Figure 1. Cell density map.
Bar = 50 um. 13 x 16 tiles, from white (low) to dark blue (high), 0 to 100% covered.
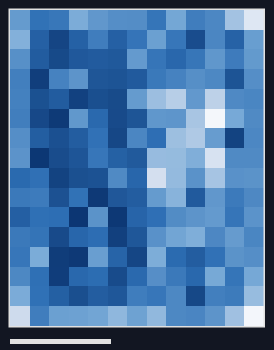
Figure 2. I/O nets highlighted.
Bar = 50 um.
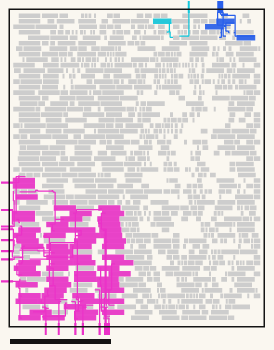
Figure 3. Sequential cells colored by netlist name.
Bar = 50 um. Other sequential cells in the stronger gray, the rest of the logic in the fainter gray.
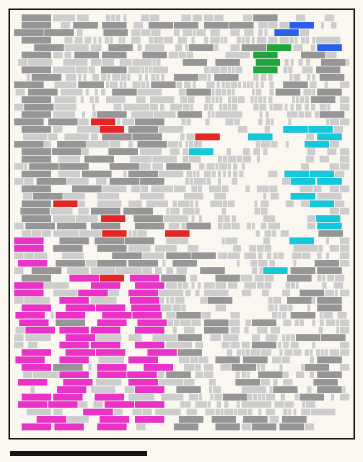
Figure 4. Cell placement.
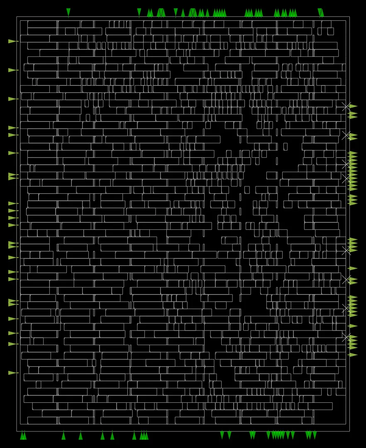
==> config.mk <==
export PLATFORM = sky130hd
export DESIGN_NAME = decode_stage_flat
export DESIGN_NICKNAME = d
export VERILOG_FILES = /design/src/rtl/decode_stage_if.sv /design/src/rtl/decode_stage.sv /design/src/flat_wrapper.sv
export SDC_FILE = /design/constraint.sdc
export NUM_CORES = 1
export LEC_CHECK = 0
export CORE_ASPECT_RATIO = 1.25
export CORE_UTILIZATION = 60
export DETAILED_ROUTE_END_ITERATION = 16
export PLACE_DENSITY_LB_ADDON = 0.12
export SETUP_SLACK_MARGIN = 0.5
export SYNTH_ARGS = -nofsm -noshare
export SYNTH_HDL_FRONTEND = slang
export SYNTH_SLANG_ARGS = --single-unit
==> constraint.sdc <==
create_clock -name clk -period 5.74 [get_ports clk]
set_input_delay 1.148 -clock clk [delete_from_list [all_inputs] [get_ports clk]]
set_output_delay 1.148 -clock clk [all_outputs]
set_load 0.02 [all_outputs]
==> out/qor.yml <==
final_timing:
  whs_ns: 0.4766
  tightest_slew_ns: 1.073
  min_period_ns: 4.354
  setup_viol: 0
  fin_skew_ns: 0.01093
  rsz0062_at_grt: "no"
  final-max-slew-violation-count: 0
  max_freq_mhz: 229.7
  min_period_over_period: 0.7586
  slew_headroom: 0.2832
  hold_viol: 0
  setup-tns-final_ns: 0
global_routing:
  antenna_found_initial: 0
  grt_use_total: 0.2686
  grt_max_degree: 135
  grt_pass1_wl_mm: 40.34
  grt_pass1_vias: 7513
  gr-total-overflow: 0
worst_setup_path:
  cp.depth: 9
  r2r_cells: 9
  endpoint_kind: "flip-flop"
  path_buffers: 1
  cp_data_required_time_ns: 6.14
  r2r_setup_slack_ns: 1.39
  cpLargestDelayFamily: "AND-OR/OR-AND gates"
  critPathMaxStageDelay_ns: 0.79
  cp_common_cell: "o21ai_0"
  path_cells: "buf_4 -> mux4_1 -> ha_1 -> nor2b_1 -> o21ai_0 -> a21o_1 -> a2111oi_0 -> o21ai_0 -> a32o_1"
  crit_arrival_ns: 4.75
  crit_path_top_delay_cell: "mux4_1"
  setup.worst_path.start_class: "flip-flop"
  worst-path-max-fanout: 20
  critical_path_class: "flip-flop to flip-flop"
synth:
  ys_area_um2: 11460
  ys_cells: 846
  most_common_cell: "edfxtp_1"
  synth_flops: 244
  yosys-top-cells-count: "edfxtp_1, dfrtp_1, nand2_1"
  syn_area_um2: 11460
  yosysWarnings: 0
  synth_nets: 909
  flop_cell: "edfxtp_1"
  yosysTopAreaCell: "edfxtp_1"
  avgSynthCellArea_um2: 13.55
  synth-edff-count: 128
  postSynthSeqShare: 0.5885
  syn_inst: 846
  top_cell_area_share: 0.3353
  ys_top_cells_by_area: "edfxtp_1, dfrtp_1, mux4_2"
  synth.distinct_cells: 73
  synthArstFlopShare: 0.4754
pwr:
  p_sw_uw: 2956
  switching_share: 0.3827
  power_frac_seq: 0.325
  internal_power_uw: 4768
  leakagePower_uw: 0.005331
  power_density_nw_per_um2: 569.2
  clkPwrFrac: 0.208
  power_frac_comb: 0.468
  max-vdd-ir-drop_mv: 0.3746
layout:
  diodes: 0
  syn_to_final_growth_pct: 18.38
  fillers: 1231
  nets: 1014
  drive_above_1_share: 0.1312
clock_tree:
  clk_latency_ns: 0.51
  post_cts_buffers: 0
  clkTransAtPathRegs_ns: 0.07
  cts.sinks: 244
  root_buffer: "clkbuf_16"
  cts-htree-levels: 1
  post_cts_resized: 0
  clockBufferDepth: 3
  hold_buffers: 0
  cts_tree: "yes"
  cts_buffers: 24
placed_design:
  hpwl_mm: 17.41
  gp_congestion: 0.8738
run_status:
  violations: "DRC"
  status: "complete, but fails checks"
job:
  max-cap-violations: 0
  log.warning_count: 31
floorplan:
  die_area_um2: 19670
  die_h_um: 156.5
  die_w_um: 125.6
routing:
  vias: 7321
  finalWirelength_mm: 25.37
  drt_iter0_markers: 491
  vias_per_cell: 6.101
  postRouteAntennaNets: 0
  drtPass1Iterations: 11
  wl_per_cell_um: 21.14
  drc_errors: 8
worst_hold_path:
  hold_depth: 2
  hold_class: "flip-flop to flip-flop"
Notes on Figure 1 above:
fullest tile: 97%
mean over tiles: 68%
tiles over 75% full: 35%
fp_density: 0.6128
core area: 18710 um2
Final Util: 0.7254

Notes on Figure 2 above:
[magenta] io_in_pc | direction: input | edge: 8 bottom, 8 left | end cells: 64 | buffers: 16 | wire: 749 um
[cyan] io_out_mem_we | direction: output | edge: top | end cells: 1 | buffers: 1 | wire: 28.2 um
[blue] io_out_cond | direction: output | edge: top | end cells: 3 | buffers: 3 | wire: 78.4 um
boundary pin count: 121
IO buf count: 117

Notes on Figure 3 above:
[cyan] u_core.io.out_target | flops: 16 | where: middle right
[red] u_core.li_imm_q | flops: 8
[green] u_core.io.out_p0 | flops: 4 | where: upper right
[magenta] u_core.pc_q | flops: 64 | where: lower left
[blue] u_core.io.out_cond | flops: 3
storage element area: 6749 um2
sequential share of cell area: 0.4973
Power Sequential: 2510 uW

Notes on Figure 4 above:
Seq cells: 244
num rows: 56
tapcell count: 232

[metrics by stage]
stage	setup slack [ns]	util	instance area (um2)	instances	power (uW)
final	1.386	0.7254	13570	1200	7724
after global routing	1.236	0.7254	13570	1200	8187
after CTS	1.503	0.7254	13570	1200	7755
after detailed placement	1.526	0.6810	12740	1157	6141
after global placement	1.591	0.6810	12740	1157	6023
after floorplan	1.334	-	11460	846	4962
[area by class of cell]
type / instances / area [um2] / area share
multi-input cells: 528 / 4350 / 0.3206
well taps: 232 / 290.3 / 0.02139
flip-flops and latches: 244 / 6749 / 0.4973
repair buffers: 125 / 1244 / 0.09165
clock inverters: 6 / 55.05 / 0.004057
clock buffers: 37 / 774.5 / 0.05707
inverters: 28 / 107.6 / 0.007929
[power groups by stage]
stage               Clock (uW)  Combinational [uW]  Sequential, uW
global route              1700                3930            2560
global placement             0                3510            2520
CTS                       1630                3620            2510
floorplan                    0                2200            2770
finish                    1600                3610            2510
detailed placement           0                3600            2540
[routing by layer]
metal,track usage,up-vias,part of all wire
met5,0,-,0
met4,0.1132,0,0.036
met3,0.04000,53,0.047
met2,0.4529,223,0.50
met1,0.3507,3665,0.42
li1,-,3380,-
[worst register-to-register path: stages (launching register included)]
cell,delay (ns)
dfrtp_2,0.76
buf_4,0.45
mux4_1,0.80
ha_1,0.42
nor2b_1,0.18
o21ai_0,0.16
a21o_1,0.24
a2111oi_0,0.73
o21ai_0,0.21
a32o_1,0.29
[cells by family (layout without fill, tap and decap cells)]
group,count (synthesis),count (layout),synth area share
AND/OR/NAND/NOR,198,198,0.08361
AND-OR/OR-AND,176,176,0.09987
buffers and inverters,74,196,0.03383
other,1,1,0.0003271
multiplexers,100,100,0.1442
flip-flops,244,244,0.5885
XOR/XNOR,29,29,0.02216
adder cells (fa/ha/maj),24,24,0.02750
[cell usage in the layout, fill, tap and decap left out, drive strengths merged, types with 4 or more instances in the layout]
cell type      Yosys  routed
inv               27      27
clkbuf            13      37
nor3              11      11
xor2               9       9
edfxtp           128     128
nand2             96      96
a22oi              5       5
nor3b              4       4
clkdlybuf4s50      0     117
nand2b             7       7
o31ai             12      12
nor2              35      35
buf               33       8
a22o              10      10
o211ai             4       4
nor2b             12      12
xnor2             20      20
o21ai             62      62
clkinv             1       5
dfrtp            116     116
mux2              33      33
mux4              45      45
ha                22      22
nand4              5       5
a31oi              8       8
mux2i             22      22
a21o               7       7
a21oi             39      39
a32o               5       5
nand3              8       8
Power figures rest on the tool's default switching activity, not on a simulated workload.
